$ cat src/rtl/mips_mmio_pkg.sv
// Shared constants for the MEM-stage MMIO port bridge: default window base,
// register word indices and STATUS bit positions.
package mips_mmio_pkg;

   localparam logic [31:0] DEFAULT_BASE_ADDR = 32'hFFFF_0000;

   localparam logic [1:0] REG_PORT_OUT = 2'd0;
   localparam logic [1:0] REG_PORT_IN  = 2'd1;
   localparam logic [1:0] REG_STATUS   = 2'd2;
   localparam logic [1:0] REG_IRQ_EN   = 2'd3;

   localparam int STATUS_CHG_BIT = 0;

   function automatic logic addr_hit(input logic [31:0] addr, input logic [31:0] base);
      return addr[31:4] == base[31:4];
   endfunction

endpackage

$ cat src/rtl/mmio_port_bridge_if.sv
// MEM-stage load/store bus between the pipeline (master) and the MMIO bridge (slave).
interface mmio_port_bridge_if;
   logic [31:0] Address;
   logic [31:0] WriteData;
   logic        MemWrite;
   logic        MemRead;
   logic        IoSel;
   logic [31:0] ReadData;

   modport master (output Address, output WriteData, output MemWrite, output MemRead,
                   input  IoSel,   input  ReadData);
   modport slave  (input  Address, input  WriteData, input  MemWrite, input  MemRead,
                   output IoSel,   output ReadData);
endinterface

$ cat src/rtl/input_synchronizer.sv
// Two-flop synchronizer for an asynchronous bus; synchronous active-high reset.
module input_synchronizer #(
   parameter int WIDTH = 8
) (
   input  logic             clk,
   input  logic             reset,
   input  logic [WIDTH-1:0] i_async,
   output logic [WIDTH-1:0] o_sync
);

   logic [WIDTH-1:0] r_sync1;
   logic [WIDTH-1:0] r_sync2;

   always_ff @(posedge clk) begin
      if (reset) begin
         r_sync1 <= '0;
         r_sync2 <= '0;
      end else begin
         r_sync1 <= i_async;
         r_sync2 <= r_sync1;
      end
   end

   assign o_sync = r_sync2;

endmodule

$ cat src/rtl/mmio_port_bridge.sv
// 16-byte MMIO window beside data memory: PORT_OUT, synchronized PORT_IN, sticky CHG.
// Optional IRQ_EN register and Irq output are built when MMIO_IRQ_EN is defined.
module mmio_port_bridge
   import mips_mmio_pkg::*;
#(
   parameter logic [31:0] BASE_ADDR = DEFAULT_BASE_ADDR,
   parameter int          IN_WIDTH  = 8
) (
   input  logic                clk,
   input  logic                reset,
   mmio_port_bridge_if.slave   bus,
   input  logic [IN_WIDTH-1:0] PortIn,
   output logic [31:0]         PortOut,
   output logic                Irq
);

   logic [IN_WIDTH-1:0] w_sync2;
   logic [IN_WIDTH-1:0] r_prev;
   logic [31:0]         r_port_out;
   logic                r_chg;
   logic                w_hit;
   logic [1:0]          w_idx;
   logic                w_wr;
   logic                w_chg_set;
   logic                w_chg_clr;
   logic                w_irq_en;
   logic [31:0]         w_rdata;

   input_synchronizer #(.WIDTH(IN_WIDTH)) u_sync (
      .clk     (clk),
      .reset   (reset),
      .i_async (PortIn),
      .o_sync  (w_sync2)
   );

   assign w_hit     = addr_hit(bus.Address, BASE_ADDR);
   assign w_idx     = bus.Address[3:2];
   assign w_wr      = w_hit & bus.MemWrite;
   assign w_chg_set = (w_sync2 != r_prev);
   assign w_chg_clr = w_wr & (w_idx == REG_STATUS) & bus.WriteData[STATUS_CHG_BIT];

   always_ff @(posedge clk) begin
      if (reset) begin
         r_port_out <= '0;
         r_prev     <= '0;
         r_chg      <= 1'b0;
      end else begin
         r_prev <= w_sync2;
         if (w_wr && (w_idx == REG_PORT_OUT))
            r_port_out <= bus.WriteData;
         // a fresh change outranks a simultaneous W1C so no edge is lost
         if (w_chg_set)
            r_chg <= 1'b1;
         else if (w_chg_clr)
            r_chg <= 1'b0;
      end
   end

`ifdef MMIO_IRQ_EN
   logic r_irq_en;

   always_ff @(posedge clk) begin
      if (reset)
         r_irq_en <= 1'b0;
      else if (w_wr && (w_idx == REG_IRQ_EN))
         r_irq_en <= bus.WriteData[0];
   end

   assign w_irq_en = r_irq_en;
`else
   assign w_irq_en = 1'b0;
`endif

   always_comb begin
      w_rdata = 32'h0;
      unique case (w_idx)
         REG_PORT_OUT: w_rdata = r_port_out;
         REG_PORT_IN:  w_rdata = 32'(w_sync2);
         REG_STATUS:   w_rdata[STATUS_CHG_BIT] = r_chg;
         REG_IRQ_EN:   w_rdata[0] = w_irq_en;
         default:      w_rdata = 32'h0;
      endcase
   end

   assign bus.IoSel    = w_hit;
   assign bus.ReadData = (w_hit & bus.MemRead) ? w_rdata : 32'h0;
   assign PortOut      = r_port_out;
   assign Irq          = r_chg & w_irq_en;

endmodule

$ cat src/flat_wrapper.sv
// flat-port wrapper written by rule: the top's interface ports become plain ports
module mmio_port_bridge_flat import mips_mmio_pkg::*;
#(
   parameter logic [31:0] BASE_ADDR = DEFAULT_BASE_ADDR,
   parameter int          IN_WIDTH  = 8
)
  (clk, reset, PortIn, PortOut, Irq, bus_Address, bus_WriteData, bus_MemWrite, bus_MemRead, bus_IoSel, bus_ReadData);
  mmio_port_bridge_if bus_i ();
  input  logic clk;
  input  logic reset;
  input  logic [IN_WIDTH-1:0] PortIn;
  output logic [31:0] PortOut;
  output logic Irq;
  input wire logic [$bits(bus_i.Address)-1:0] bus_Address;
  input wire logic [$bits(bus_i.WriteData)-1:0] bus_WriteData;
  input wire logic [$bits(bus_i.MemWrite)-1:0] bus_MemWrite;
  input wire logic [$bits(bus_i.MemRead)-1:0] bus_MemRead;
  output wire logic [$bits(bus_i.IoSel)-1:0] bus_IoSel;
  output wire logic [$bits(bus_i.ReadData)-1:0] bus_ReadData;
  assign bus_i.Address = bus_Address;
  assign bus_i.WriteData = bus_WriteData;
  assign bus_i.MemWrite = bus_MemWrite;
  assign bus_i.MemRead = bus_MemRead;
  assign bus_IoSel = bus_i.IoSel;
  assign bus_ReadData = bus_i.ReadData;
  mmio_port_bridge #(.BASE_ADDR(BASE_ADDR), .IN_WIDTH(IN_WIDTH)) u_core (.clk(clk), .reset(reset), .bus(bus_i), .PortIn(PortIn), .PortOut(PortOut), .Irq(Irq));
endmodule
$ cat config.mk
export PLATFORM = sky130hd
export DESIGN_NAME = mmio_port_bridge_flat
export DESIGN_NICKNAME = d
export VERILOG_FILES = /design/src/rtl/mips_mmio_pkg.sv /design/src/rtl/mmio_port_bridge_if.sv /design/src/rtl/input_synchronizer.sv /design/src/rtl/mmio_port_bridge.sv /design/src/flat_wrapper.sv
export SDC_FILE = /design/constraint.sdc
export NUM_CORES = 1
export LEC_CHECK = 0
export ABC_AREA = 1
export CAP_MARGIN = 20
export CELL_PAD_IN_SITES_DETAIL_PLACEMENT = 1
export CELL_PAD_IN_SITES_GLOBAL_PLACEMENT = 1
export CORE_MARGIN = 2
export CORE_UTILIZATION = 29
export DETAILED_ROUTE_END_ITERATION = 8
export PLACE_DENSITY_LB_ADDON = 0.1
export SLEW_MARGIN = 5
export SYNTH_ARGS = -nofsm -noshare
export SYNTH_HDL_FRONTEND = slang
export SYNTH_HIERARCHICAL = 1
export SYNTH_SLANG_ARGS = --single-unit
$ cat constraint.sdc
create_clock -name clk -period 3.54 [get_ports clk]
set_input_delay 0.708 -clock clk [delete_from_list [all_inputs] [get_ports clk]]
set_output_delay 0.708 -clock clk [all_outputs]
set_load 0.05 [all_outputs]
==> GITHUB_STEP_SUMMARY <==
### Metrics collected by this job

| Metric | Value |
|---|---|
| Result of the run | `finished clean` |
| Max Cap Viol | `0` |
| Met2 WL | `5290 um` |
| Worst slew margin | `0.391` |
| Post-route antenna net violation count | `0` |
| RSZ-0062 raised after global routing | `true` |
| Syn_nets | `561` |
| Setup WS pre-CTS | `201 ps` |
| Worst path cell trace | `clkdlybuf4s50_1 -> nand2_1 -> inv_1 -> nand2_1 -> nor2_1 -> nand2_1 -> nor2_1 -> nand2_1 -> buf_4 -> nor3_1 -> buf_12` |
| Post-synth area from yosys stat | `3000 um^2` |
| Crit-path max FO | `24` |
| Flop pwr share | `0.436` |
| DR WL/cell | `13.5 um` |
| EDFF count, synth | `0` |
| Chip width | `106 um` |
| DR pass1 iterations | `4` |
| CTS tree | `built` |
| M1 wire length | `4500 um` |
| H-tree depth | `3` |
| Design internal power | `1140 uW` |
| Dpl cells | `740` |
| Layout Nets | `691` |
| First-pass GRT wire length | `16600 um` |
| Seq share, synth | `0.380` |
| Gr busiest metal | `met2` |
| Peak VDD IR | `0.212 mV` |
## path summary, 6_finish.rpt
| check | from | end | slack, ps | cells after the start |
|---|---|---|---|---|
| min reg2reg | u_core/u_sync/r_sync1[0] | u_core/u_sync/o_sync[0] | 410 | 2 |
| min | u_core/u_sync/r_sync1[0] | u_core/u_sync/o_sync[0] | 410 | 2 |
| max | bus_Address[16] | bus_ReadData[16] | 220 | 11 |
| max reg2reg | u_core/u_sync/o_sync[2] | u_core/r_chg | 2480 | 5 |
## power groups by stage
stage / Clock (uW) / Combinational [uW] / Sequential [uW]
finish: 673 / 178 / 659
global route: 718 / 197 / 660
CTS: 689 / 180 / 659
detailed placement: 0 / 179 / 674
global placement: 0 / 171 / 673
floorplan: 0 / 72.9 / 672
## worst reg2reg max path, delay by kind of cell, from the launching register on
kind	cells	cell delay [ps]
simple gates	3	350
flops	1	340
xor+xnor	1	170
compound gates	1	90
## sequential cells by signal (all words and copies together) (netlist names)
signal / count
u_core/r_prev: 8
u_core/u_sync/o_sync: 8
u_core/PortOut: 32
u_core/r_chg: 1
u_core/u_sync/r_sync1: 8
## through the flow
step,hold WS (ps),TNS [ps]
2_1_floorplan,388,-9260
3_3_place_gp,390,0
3_5_place_dp,400,0
4_1_cts,410,0
5_1_grt,420,0
6_report,406,0
## area by class of cell
cell class | instances | area (um^2) | share of cell area
clock buffers | 10 | 128 | 0.0254
clock inverters | 6 | 82.6 | 0.0164
inverters | 128 | 480 | 0.0957
multi-input cells | 274 | 1250 | 0.248
flip-flops and latches | 57 | 1140 | 0.227
well taps | 136 | 170 | 0.0339
repair buffers | 145 | 1770 | 0.353
## what timing repair did
item                                    4_1_cts  5_1_grt
hold buffers                                  0        0
buffers inserted                              0        0
resized                                       0        2
endpoints found under the setup margin        0        1
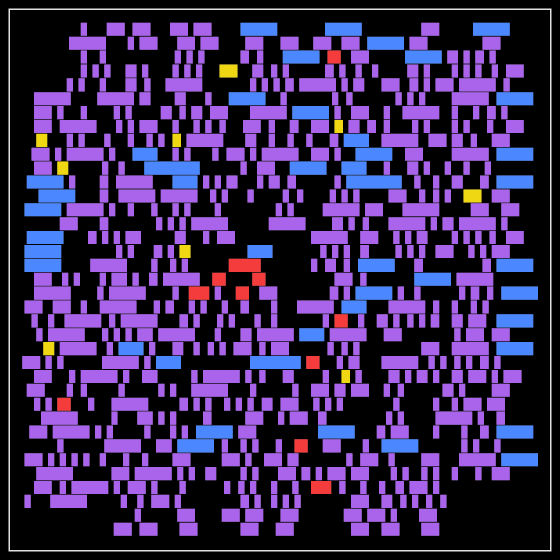
Figure 1: sizing map.
purple -> _0 and _1 cells  # cells 556
blue -> _6 and larger  # cells 44
red -> _3 and _4 cells  # cells 11
yellow -> _2 cells  # cells 9
post-route cell area: 5020 um^2
final worst setup slack: 220 ps
Layout area overhead: 67.1%
bufs w/o clock: 145

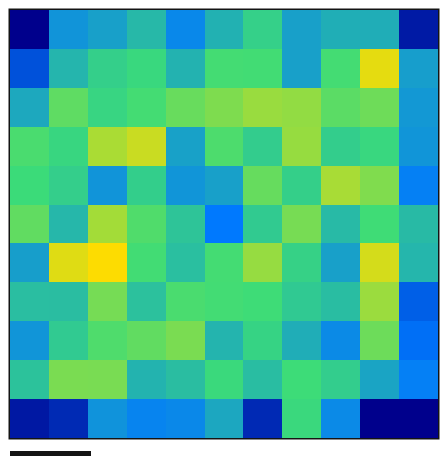
Figure 2: placement density heat map.
Scale bar: 20 um. The die is cut into 11 by 11 equal tiles; dark blue is low, red is high, 0 to 100% covered.
fullest tile = 75%
nearly empty tiles = 2.5%
emptiest ninth of the die = bottom right
mean over tiles = 43%
densest ninth of the die = left middle
core area: 10200 um^2
Final Core Density: 0.493
Initial Util: 0.295

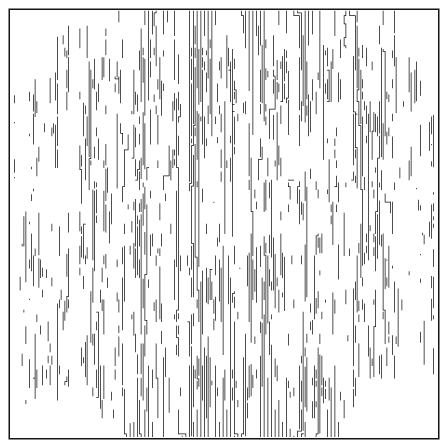
Figure 3: signal wires on met2.
share of all routed wire = 52%
nets with wire on the layer = 588
via count: 3333
final wirelength: 10200 um
grt met2 use: 0.348

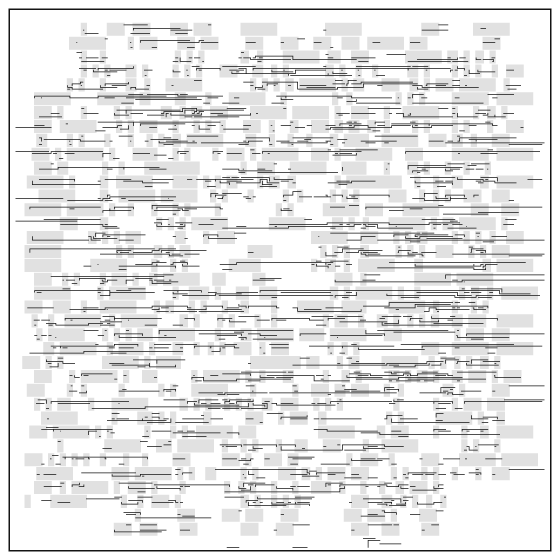
Figure 4: M1 wires.
Cells faint in the background.
share of all routed wire = 44%
nets with wire on the layer = 616
longest straight run = 46.9 um
grt met1 use: 0.218

Power and IR drop assume default switching activity.
